--- config.mk ---
export PLATFORM = sky130hd
export DESIGN_NAME = pcileech_tlps128_tx_arbiter
export DESIGN_NICKNAME = d
export VERILOG_FILES = /design/src/rtl/pcileech_tx_arb_pkg.sv /design/src/rtl/pcileech_axis128_skid.sv /design/src/rtl/pcileech_tlps128_tx_arbiter.sv
export SDC_FILE = /design/constraint.sdc
export NUM_CORES = 1
export LEC_CHECK = 0
export CORE_UTILIZATION = 30
export DETAILED_ROUTE_END_ITERATION = 8
export GPL_ROUTABILITY_DRIVEN = 1
export SYNTH_ARGS = -nofsm -noshare
export SYNTH_HDL_FRONTEND = slang
export SYNTH_SLANG_ARGS = --single-unit
--- constraint.sdc ---
create_clock -name clk_pcie -period 2.99 [get_ports clk_pcie]
set_clock_uncertainty 0.15 [all_clocks]
set_input_delay 0.7475 -clock clk_pcie [delete_from_list [all_inputs] [get_ports clk_pcie]]
set_output_delay 0.7475 -clock clk_pcie [all_outputs]
set_load 0.02 [all_outputs]
--- src/rtl/pcileech_tx_arb_pkg.sv ---
`default_nettype none
// ============================================================================
//  Module   : pcileech_tx_arb_pkg
//  Brief    : Shared types and widths for the 128-bit TLP transmit arbiter.
//  Revision : 1.0
// ============================================================================
package pcileech_tx_arb_pkg;

   localparam int TDATA_W = 128;
   localparam int TKEEP_W = 4;
   localparam int BEAT_W  = TDATA_W + TKEEP_W + 1;

   typedef enum logic [0:0] {
      ARB_IDLE  = 1'b0,
      ARB_BURST = 1'b1
   } arb_state_e;

   typedef struct packed {
      logic [TDATA_W-1:0] tdata;
      logic [TKEEP_W-1:0] tkeepdw;
      logic               tlast;
   } beat_t;

   // A single source still needs a 1-bit index.
   function automatic int idx_w(input int n);
      return (n > 1) ? $clog2(n) : 1;
   endfunction

endpackage
`default_nettype wire

--- src/rtl/pcileech_axis128_skid.sv ---
`default_nettype none
// ============================================================================
//  Module   : pcileech_axis128_skid
//  Brief    : Two-entry registered skid buffer for 128-bit TLP beats.
//  Revision : 1.0
// ============================================================================
module pcileech_axis128_skid
   import pcileech_tx_arb_pkg::*;
(
   input  logic  clk_pcie,
   input  logic  rst_n,
   input  beat_t in_beat_i,
   input  logic  in_valid_i,
   output logic  in_ready_o,
   output beat_t out_beat_o,
   output logic  out_valid_o,
   input  logic  out_ready_i
);

   beat_t      head_q, head_d;
   beat_t      tail_q, tail_d;
   logic [1:0] cnt_q, cnt_d;
   logic       push;
   logic       pop;

   assign pop         = (cnt_q != 2'd0) && out_ready_i;
   // A push into a full buffer is fine when the head leaves on the same edge.
   assign in_ready_o  = !((cnt_q == 2'd2) && !pop);
   assign push        = in_valid_i && in_ready_o;
   assign out_valid_o = (cnt_q != 2'd0);
   assign out_beat_o  = head_q;

   always_comb begin
      head_d = head_q;
      tail_d = tail_q;
      cnt_d  = cnt_q;
      case ({push, pop})
         2'b10: begin
            if (cnt_q == 2'd0) head_d = in_beat_i;
            else               tail_d = in_beat_i;
            cnt_d = cnt_q + 2'd1;
         end
         2'b01: begin
            if (cnt_q == 2'd2) head_d = tail_q;
            cnt_d = cnt_q - 2'd1;
         end
         2'b11: begin
            if (cnt_q == 2'd1) begin
               head_d = in_beat_i;
            end else begin
               head_d = tail_q;
               tail_d = in_beat_i;
            end
         end
         default: ;
      endcase
   end

   always_ff @(posedge clk_pcie or negedge rst_n) begin
      if (!rst_n) begin
         head_q <= '0;
         tail_q <= '0;
         cnt_q  <= 2'd0;
      end else begin
         head_q <= head_d;
         tail_q <= tail_d;
         cnt_q  <= cnt_d;
      end
   end

endmodule
`default_nettype wire

--- src/rtl/pcileech_tlps128_tx_arbiter.sv ---
`default_nettype none
// ============================================================================
//  Module   : pcileech_tlps128_tx_arbiter
//  Brief    : Packet-atomic round-robin merge of 128-bit TLP sources into one
//             registered AXIS stream toward the PCIe core TX.
//  Revision : 1.0
// ============================================================================
module pcileech_tlps128_tx_arbiter
   import pcileech_tx_arb_pkg::*;
#(
   parameter int NUM_SRC   = 3,
   parameter int MAX_BEATS = 64
)(
   input  logic                         clk_pcie,
   input  logic                         rst_n,
   input  logic [NUM_SRC*TDATA_W-1:0]   src_tdata,
   input  logic [NUM_SRC*TKEEP_W-1:0]   src_tkeepdw,
   input  logic [NUM_SRC-1:0]           src_tlast,
   input  logic [NUM_SRC-1:0]           src_tvalid,
   input  logic [NUM_SRC-1:0]           src_has_data,
   output logic [NUM_SRC-1:0]           src_tready,
   output logic [TDATA_W-1:0]           m_tdata,
   output logic [TKEEP_W-1:0]           m_tkeepdw,
   output logic                         m_tlast,
   output logic                         m_tvalid,
   input  logic                         m_tready,
   output logic                         m_has_data,
   output logic [idx_w(NUM_SRC)-1:0]    grant_idx,
   output logic                         err_overlong
);

   localparam int              GW       = idx_w(NUM_SRC);
   localparam int              CW       = $clog2(MAX_BEATS + 1);
   localparam logic [GW-1:0]   LAST_IDX = GW'(NUM_SRC - 1);
   localparam logic [CW-1:0]   BEAT_LIM = CW'(MAX_BEATS);
   localparam logic [CW-1:0]   ERR_AT   = CW'(MAX_BEATS - 1);

   arb_state_e    state_q;
   logic [GW-1:0] grant_q;
   logic [GW-1:0] rr_q;
   logic [CW-1:0] cnt_q;
   logic          err_q;

   logic [GW-1:0] pick_idx;
   logic          pick_found;
   beat_t         in_beat;
   beat_t         out_beat;
   logic          in_valid;
   logic          skid_ready;
   logic          accept;

   // First requesting source at or after the round-robin pointer, with wrap.
   always_comb begin : p_pick
      int cand;
      cand       = 0;
      pick_found = 1'b0;
      pick_idx   = '0;
      for (int k = 0; k < NUM_SRC; k++) begin
         cand = int'(rr_q) + k;
         if (cand >= NUM_SRC) cand = cand - NUM_SRC;
         if (!pick_found && src_tvalid[GW'(cand)]) begin
            pick_found = 1'b1;
            pick_idx   = GW'(cand);
         end
      end
   end

   always_comb begin
      in_beat.tdata   = src_tdata[int'(grant_q)*TDATA_W +: TDATA_W];
      in_beat.tkeepdw = src_tkeepdw[int'(grant_q)*TKEEP_W +: TKEEP_W];
      in_beat.tlast   = src_tlast[grant_q];
   end

   assign in_valid = (state_q == ARB_BURST) && src_tvalid[grant_q];
   assign accept   = in_valid && skid_ready;

   always_comb begin
      src_tready = '0;
      if (state_q == ARB_BURST) src_tready[grant_q] = skid_ready;
   end

   // The grant is only released by an accepted tlast, never by a tvalid gap.
   always_ff @(posedge clk_pcie or negedge rst_n) begin
      if (!rst_n) begin
         state_q <= ARB_IDLE;
         grant_q <= '0;
         rr_q    <= '0;
         cnt_q   <= '0;
         err_q   <= 1'b0;
      end else begin
         case (state_q)
            ARB_IDLE: begin
               if (pick_found) begin
                  grant_q <= pick_idx;
                  state_q <= ARB_BURST;
               end
            end
            ARB_BURST: begin
               if (accept) begin
                  if (in_beat.tlast) begin
                     rr_q    <= (grant_q == LAST_IDX) ? '0 : grant_q + 1'b1;
                     cnt_q   <= '0;
                     state_q <= ARB_IDLE;
                  end else begin
                     if (cnt_q != BEAT_LIM) cnt_q <= cnt_q + 1'b1;
                     if (cnt_q >= ERR_AT)   err_q <= 1'b1;
                  end
               end
            end
            default: state_q <= ARB_IDLE;
         endcase
      end
   end

   pcileech_axis128_skid u_skid (
      .clk_pcie    (clk_pcie),
      .rst_n       (rst_n),
      .in_beat_i   (in_beat),
      .in_valid_i  (in_valid),
      .in_ready_o  (skid_ready),
      .out_beat_o  (out_beat),
      .out_valid_o (m_tvalid),
      .out_ready_i (m_tready)
   );

   assign m_tdata      = out_beat.tdata;
   assign m_tkeepdw    = out_beat.tkeepdw;
   assign m_tlast      = out_beat.tlast;
   assign m_has_data   = (|src_has_data) || m_tvalid;
   assign grant_idx    = grant_q;
   assign err_overlong = err_q;

endmodule
`default_nettype wire

### The clock network, run 1

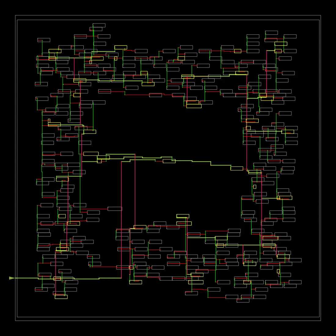
layout sequential cell count: 281
number of buffers created by CTS: 31
clk sinks: 281
total of clock buffers placed in the layout: 45
clock distribution power: 4.21 mW

### Clock network drawn from the DEF, run 1

Bar = 50 µm.
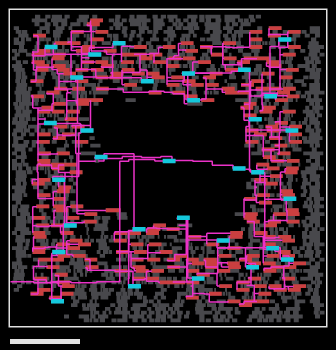
Red is flip-flops, count 281. Magenta is clock wires, length 4,060 µm. Cyan is clock drivers, count 31.
Position of the flops: spread over the die. There are 32 routed clock nets.

==> impl_metrics.toml, run 1 <==
# yosys + openroad results
[grt]
grt_first_pass_wirelength_mm = 71.9
groute.usage.overall = 0.177
antenna_found_initial = 0
grt_start_max_net_pins = 135
overflow_left_after_global_routing = 0
first_global_vias = 13400

[placed_design]
gp_congestion = 0.787
placed_cells = 2746
numPortBuffers = 548
preCtsSetupSlack_ns = -0.174
detailed_place_hpwl_mm = 35.0

[final_timing]
clock.fmax_mhz = 347
timing_hold_violations_final = 0
layout_worst_path_cycle_share = 0.963
report.final.slew_viol_count = 0
finalWorstPathRequiredPeriod_ns = 2.88
tightestPinTransition_ns = 0.666
slew-limit-headroom = 0.556
grt_setup_unrepaired = "false"
setup-violations-final = 0
final.hold.worst_slack_ns = 0.321
setup_slack_ns = 0.112

[routing]
vias = 13200
detail-route-antenna-nets = 0
drt_wl_total_mm = 46.7
drt_pass1_iterations = 4
drt-initial-drc-count = 767
vias_per_cell = 4.72
wl_per_instance_um = 16.7
drc = 0

[floorplanning]
die_x_um = 226
floorplan.core_area_um2 = 49400
ioPinCount = 549
die.size.y_um = 226
placement_rows = 81
initial_utilization = 0.306
die_area_um2 = 51300

[synth]
postSynth.topFlopCell = "dfrtp_1"
ys_area_um2 = 15100
synth_sequential_area_ratio = 0.465
yosysWarningCount = 0
synth-async-reset-ratio = 1.00
syn_inst = 1583
synth_stat.cells = 1583
synthesis.nets = 1999
netlist-cell-type-count = 45
ys_ff = 281
netlist_area_um2 = 15100
synth.avg_cell_area_um2 = 9.55
edff_count_synth = 0

[status]
result_of_the_run = "complete, no violations"

[run]
max_cap_violations = 0
warning_count = 33

[critical_path]
worst-path-stages = 7
cp_slowest_cell = "dfrtp_1"
rrSetupSlack_ns = 0.59
worst_r2r_endpoint = "u_skid.tail_q[57]$_DFFE_PN0P_"
most_used_cell_cp = "nand2_1"
worst_setup_path_endpoint = "src_tready[0]"
critical_path_cell_by_cell = "inv_2 > ha_4 > nand2b_1 > nand2_1 > nand2_1 > nor3_1 > clkdlybuf4s15_1"
worst-endpoint-arrival_ns = 1.98
worstSetupStartpoint = "u_skid.cnt_q[1]$_DFFE_PN0P_"
critical-path-max-stage-delay_ns = 0.40
critical-path-top-delay-family = "simple AND/OR/NAND/NOR gates"
cp_max_fo = 5
crit_buf_inv = 2
nature_of_the_critical_path_endpoint = "output port"
worstPathRequired_ns = 2.09
cp-start-kind = "flop"
timing.setup.critical_path_class = "flop to output port"
timing.rr.start = "grant_idx[1]$_DFFE_PN0P_"
reg2regPathDepth = 8

[final_layout]
finish.cell_count_without_fillers = 2804
layout-area-overhead-vs-synth_pct = 51.1
most_instantiated_logic_cells_after_routing = "clkdlybuf4s50_1 (543), dfrtp_1 (280), nor2_1 (145)"
final_common_cell = "clkdlybuf4s50_1"
layout-drive-gt1-share = 0.129
n_antenna_cell = 0
finish.net_count = 2532

[clock_tree]
cts-root-buf = "clkbuf_16"
cts_tree = "yes"
clk_transition_reported_paths_ns = 0.06
htree_num_levels = 1
worst_skew_pair.late_latency_ns = 0.57
cts_buffer_depth = 3

[min_path]
worstHoldPathType = "flop to flop"
count_of_cells_along_the_worst_hold_path = 1
hold_start = "err_overlong$_DFFE_PN0P_"
hold_path_end = "err_overlong$_DFFE_PN0P_"

[power]
cellPowerDensity_nw_per_um2 = 1040
worst_ir_drop_vdd_v = 0.000409
p_leak_nw = 10.4
### Sequential cells colored by netlist name, run 1

Bar = 50 µm. Other sequential cells in the stronger gray, the rest of the logic in the fainter gray.
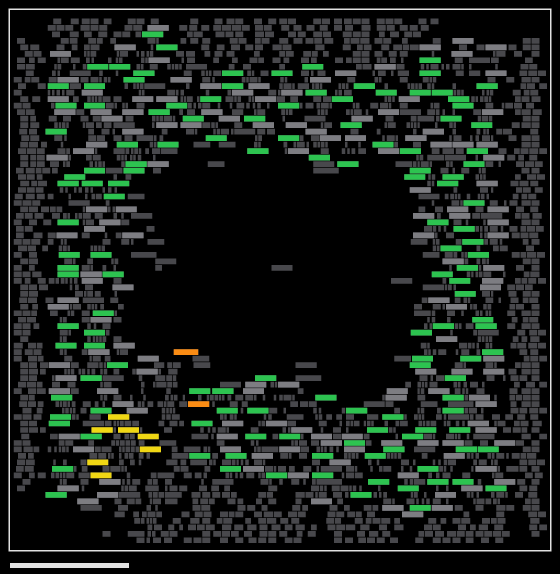
Green is u_skid.tail_q, placed flops 133, where spread over the die. Yellow is cnt_q, placed flops 7, where lower left. Orange is grant_idx, placed flops 2.

==> run 1: cell usage after synthesis (2+ instances only) <==
| master | instances | area [µm²] |
|---|---|---|
| dfrtp_1 | 281 | 7030 |
| nor2_1 | 145 | 544 |
| inv_1 | 142 | 533 |
| nand2_1 | 142 | 533 |
| a21oi_1 | 141 | 706 |
| mux2i_1 | 141 | 1410 |
| mux2_2 | 133 | 1500 |
| o21ai_0 | 133 | 666 |
| a22oi_1 | 132 | 991 |
| buf_2 | 51 | 255 |
| clkbuf_1 | 48 | 180 |
| buf_4 | 12 | 90.1 |
| buf_8 | 8 | 120 |
| ha_1 | 8 | 100 |
| o21ai_1 | 8 | 40.0 |
| nand3_1 | 6 | 30.0 |
| nand2b_1 | 5 | 31.3 |
| and3_1 | 4 | 25.0 |
| nand4_1 | 4 | 25.0 |
| xor2_1 | 4 | 35.0 |
| buf_1 | 3 | 11.3 |
| nand3b_1 | 3 | 22.5 |
| nor3_1 | 3 | 15.0 |
| and2_1 | 2 | 12.5 |
| nor2b_1 | 2 | 12.5 |
| nor3b_1 | 2 | 15.0 |
| o22ai_1 | 2 | 12.5 |
==> run 1: stage by stage <==
step                      utilization  power, mW  instance area (µm²)  setup TNS [ns]
after CTS                       0.463       24.0                22800               0
after global placement          0.439       19.3                21700          -0.556
after detailed placement        0.439       19.6                21700          -0.490
after global routing            0.463       25.4                22800               0
after floorplan                     -       14.5                15100               0
final                           0.463       23.7                22800               0
==> run 1: kinds of logic after synthesis <==
kind of cell	share of synthesized area
buffers and inverters	0.0797
and+or+nand+nor	0.0862
AOI/OAI and AO/OA	0.166
muxes	0.193
DFF	0.465
adders and majority gates	0.00662
xor gates and xnor gates	0.00290
==> run 1: registers in the layout, summed over array words and instances (netlist names) <==
name and count:
state_q 1, u_skid.cnt_q 2, err_overlong 1, cnt_q 7
rr_q 2, u_skid.out_beat_o 133, grant_idx 2, u_skid.tail_q 133
==> run 1: cell type report <==
type                       instances  area [µm²]
timing repair buffer             623        6380
fill                            4727       26500
clock inverter                    12         195
tap                              664         831
multi-input combinational       1036        6910
inverter                         143         539
sequential                       281        7040
clock buffer                      45         948
==> run 1: worst register-to-register path: cells and delay by family, from the launching register on <==
family,cells,cell delay (ns)
AND-OR/OR-AND,2,0.23
flip-flops,1,0.64
AND/OR/NAND/NOR,3,0.60
buffers and inverters,3,0.64
==> run 1: power by group <==
| part | switching, mW | internal [mW] |
|---|---|---|
| Combinational | 6.86 | 5.89 |
| Clock | 1.59 | 2.62 |
| Sequential | 1.02 | 5.68 |
==> run 1: timing repair <==
item / in CTS / in global routing
setup buffers: 0 / 0
hold buffers: 1 / 0
hold endpoints to repair: 42 / 0
pin swaps: 1 / 0
gates resized: 12 / 5
endpoints found under the setup margin: 4 / 3
==> run 1: routing by layer <==
metal | routed length, µm | part of all wire | track usage | up-vias
met5 | 0 | 0 | 0 | -
met4 | 905 | 0.019 | 0.0368 | 0
met3 | 3180 | 0.068 | 0.0412 | 51
met2 | 23400 | 0.50 | 0.322 | 412
met1 | 19200 | 0.41 | 0.210 | 6272
li1 | - | - | - | 6510
### Cell classes on the final placement, run 1

Fill, decap, tap and diode cells in gray.
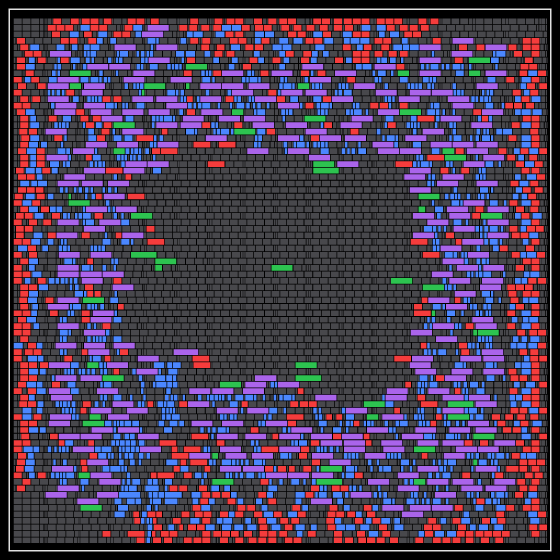

==> run 1 -> run 2 <==
GPL_TIMING_DRIVEN = 0   (was unset)
### Cell classes on the final placement, run 2

Fill, decap, tap and diode cells in gray.
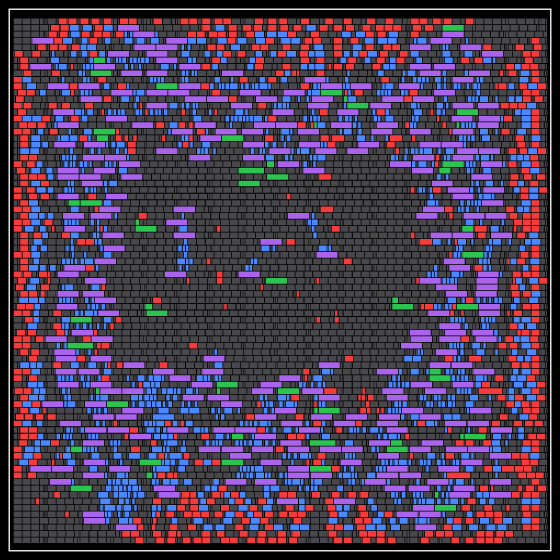
Purple is flops, cells 281. Green is clock drivers and dummy loads, cells 56. Red is other buffers and delay cells, cells 676. Blue is combinational and other logic, cells 1,179.
register fraction of the total cell area: 0.311
Finished Cell Area: 22,600 µm²
final core occ: 0.458

==> impl_metrics.toml, run 2 <==
# yosys + openroad results
[final_timing]
final.hold.worst_slack_ns = 0.329
report.final.slew_viol_count = 0
finalWorstPathRequiredPeriod_ns = 2.91
setup-violations-final = 0
layout_worst_path_cycle_share = 0.972
grt_setup_unrepaired = "false"
slew-limit-headroom = 0.372
clock.fmax_mhz = 344
timing.setup.tns_ns = 0
timing_hold_violations_final = 0
tightestPinTransition_ns = 0.943

[floorplanning]
initial_utilization = 0.306
placement_rows = 81
die_area_um2 = 51300
die_x_um = 226
die.size.y_um = 226
floorplan.core_area_um2 = 49400
ioPinCount = 549

[synth]
topCellsByArea = "dfrtp_1 (47%), mux2_2 (9.9%), mux2i_1 (9.3%), a22oi_1 (6.6%), a21oi_1 (4.7%)"
netlist-cell-type-count = 45
netlist_area_um2 = 15100
synth_stat.cells = 1583
synthesis.nets = 1999
top_area_frac = 0.465
postSynth.topFlopCell = "dfrtp_1"
yosysWarningCount = 0
ys_area_um2 = 15100
synth_sequential_area_ratio = 0.465
ys_ff = 281
edff_count_synth = 0
syn_inst = 1583
synth.avg_cell_area_um2 = 9.55
post-synth-top-area-cell = "dfrtp_1"
synth-async-reset-ratio = 1.00
netlist_top_cells_count = "dfrtp_1 (281), nor2_1 (145), inv_1 (142), nand2_1 (142)"
synthMostInstantiatedCell = "dfrtp_1"

[clock_tree]
clk_transition_reported_paths_ns = 0.07
cts_buffer_depth = 3
cts_buffers = 31
worst_skew_pair.late_latency_ns = 0.59
htree_num_levels = 1
cts-root-buf = "clkbuf_16"
cts_sinks = 281
cts_tree = "yes"

[grt]
first_global_vias = 14200
antenna_found_initial = 3
overflow_left_after_global_routing = 0
grt_start_max_net_pins = 118
grt_first_pass_wirelength_mm = 83.7
groute.usage.overall = 0.217

[min_path]
worstHoldPathType = "flop to flop"
count_of_cells_along_the_worst_hold_path = 2

[power]
internal_power_mw = 13.7
switching_share = 0.428
p_clk_frac = 0.168
cellPowerDensity_nw_per_um2 = 1060
p_leak_nw = 10.4
power.total_mw = 23.9
seqPwrFrac = 0.279
part_of_the_total_power_dissipated_in_combinational_logic = 0.553
power.net_switching_mw = 10.2
worst_ir_drop_vdd_v = 0.000531

[run]
max_cap_violations = 0
warning_count = 34

[final_layout]
layout-area-overhead-vs-synth_pct = 49.6
layout-drive-gt1-share = 0.129
final_common_cell = "clkdlybuf4s50_1"
finish.net_count = 2585
finish.cell_count_without_fillers = 2857
most_instantiated_logic_cells_after_routing = "clkdlybuf4s50_1 (543), dfrtp_1 (281), nor2_1 (145)"

[critical_path]
timing.setup.critical_path_class = "flop to output port"
worst-endpoint-arrival_ns = 2.01
cp_max_fo = 5
reg2regPathDepth = 8
cp-start-kind = "flop"
nature_of_the_critical_path_endpoint = "output port"
worstPathRequired_ns = 2.09

[routing]
drt_pass1_iterations = 5
drc = 0
wl_per_instance_um = 20.1
vias_per_cell = 4.90
drt-initial-drc-count = 948
drt_wl_total_mm = 57.5
detail-route-antenna-nets = 0
vias = 14000

[placed_design]
gp_congestion = 0.851
detailed_place_hpwl_mm = 43.6
placed_cells = 2797
numPortBuffers = 548

[status]
result_of_the_run = "complete, no violations"
### Wiring by layer, run 2

Bar = 50 µm. Only two layers are drawn.
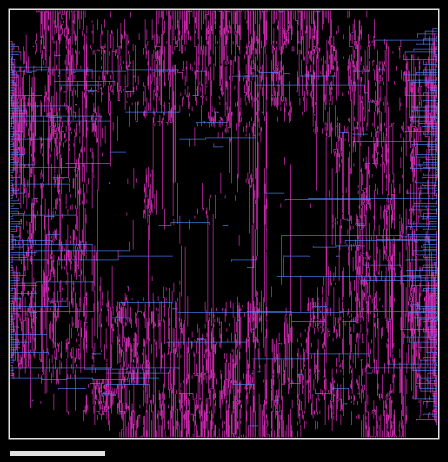
Blue is metal 3, wire length 3,920 µm. Magenta is metal 2, wire length 28.1 mm.

run 2: worst paths after layout:
kind | startpoint | endpoint | slack, ns
worst min-delay path | u_skid.tail_q[26]$_DFFE_PN0P_ | u_skid.tail_q[26]$_DFFE_PN0P_ | 0.33
worst min register to register | u_skid.tail_q[26]$_DFFE_PN0P_ | u_skid.tail_q[26]$_DFFE_PN0P_ | 0.33
max in group asynchronous | rst_n | u_skid.tail_q[31]$_DFFE_PN0P_ | 1.08
worst max-delay path | u_skid.cnt_q[0]$_DFFE_PN0P_ | m_has_data | 0.08
min in group asynchronous | rst_n | u_skid.out_beat_o[83]$_DFFE_PN0P_ | 0.57
worst max register to register | grant_idx[0]$_DFFE_PN0P_ | u_skid.out_beat_o[106]$_DFFE_PN0P_ | 0.26
run 2: layer usage:
| layer | part of all wire | global-route usage | wire length, µm | vias up |
|---|---|---|---|---|
| met3 | 0.068 | 0.0467 | 3920 | 96 |
| li1 | - | - | - | 6614 |
| met2 | 0.49 | 0.381 | 28100 | 503 |
| met1 | 0.41 | 0.262 | 23400 | 6792 |
| met5 | 0.00052 | 0 | 30 | - |
| met4 | 0.034 | 0.0739 | 1980 | 4 |
run 2: cell families (layout without fill, tap and decap cells):
| group | count (synthesis) | after routing | share of synthesized area |
|---|---|---|---|
| buffers and inverters | 266 | 875 | 0.0797 |
| xor gates and xnor gates | 5 | 5 | 0.00290 |
| DFF | 281 | 281 | 0.465 |
| AOI/OAI and AO/OA | 426 | 426 | 0.166 |
| adders and majority gates | 8 | 8 | 0.00662 |
| and+or+nand+nor | 322 | 322 | 0.0862 |
| other | 0 | 1 | 0 |
| muxes | 275 | 275 | 0.193 |
run 2: power groups by stage:
stage	Clock (mW)	Sequential (mW)	Combinational (mW)
2_1_floorplan	0	7.62	6.89
5_1_grt	4.27	6.87	14.5
3_3_place_gp	0	6.64	13.1
3_5_place_dp	0	6.71	13.3
4_1_cts	4.12	6.66	13.4
6_report	4.01	6.66	13.2
run 2: per-stage QoR:
stage / utilization / area, µm² / setup WS [ns]
6_report: 0.458 / 22600 / 0.0827
5_1_grt: 0.458 / 22600 / 0.0131
4_1_cts: 0.457 / 22600 / 0.000216
3_3_place_gp: 0.434 / 21400 / -11.44
3_5_place_dp: 0.435 / 21500 / -0.833
2_1_floorplan: - / 15100 / 0.490
run 2: repair_timing:
action | in CTS | in global routing
resized | 29 | 4
endpoints found under the hold margin | 38 | 0
hold buffers | 1 | 0
setup endpoints to repair | 134 | 119
setup buffers | 1 | 4
pin swaps | 2 | 1
run 2: cell type report:
type	instances	area (µm²)
antenna	1	2.50
buffer	120	668
clock buffer	42	907
clock inverter	14	158
fill	4762	26700
inverter	143	542
multi-input combinational	1036	6900
sequential	281	7030
tap	664	831
timing repair buffer	556	5570
run 2: worst max-delay path, stage by stage (launching register included):
cell	delay, ns
dfrtp_1	0.40
inv_2	0.10
ha_4	0.16
inv_1	0.07
or4_1	0.51
buf_2	0.17
No activity file was given, so power comes from the tool's default toggle rates.
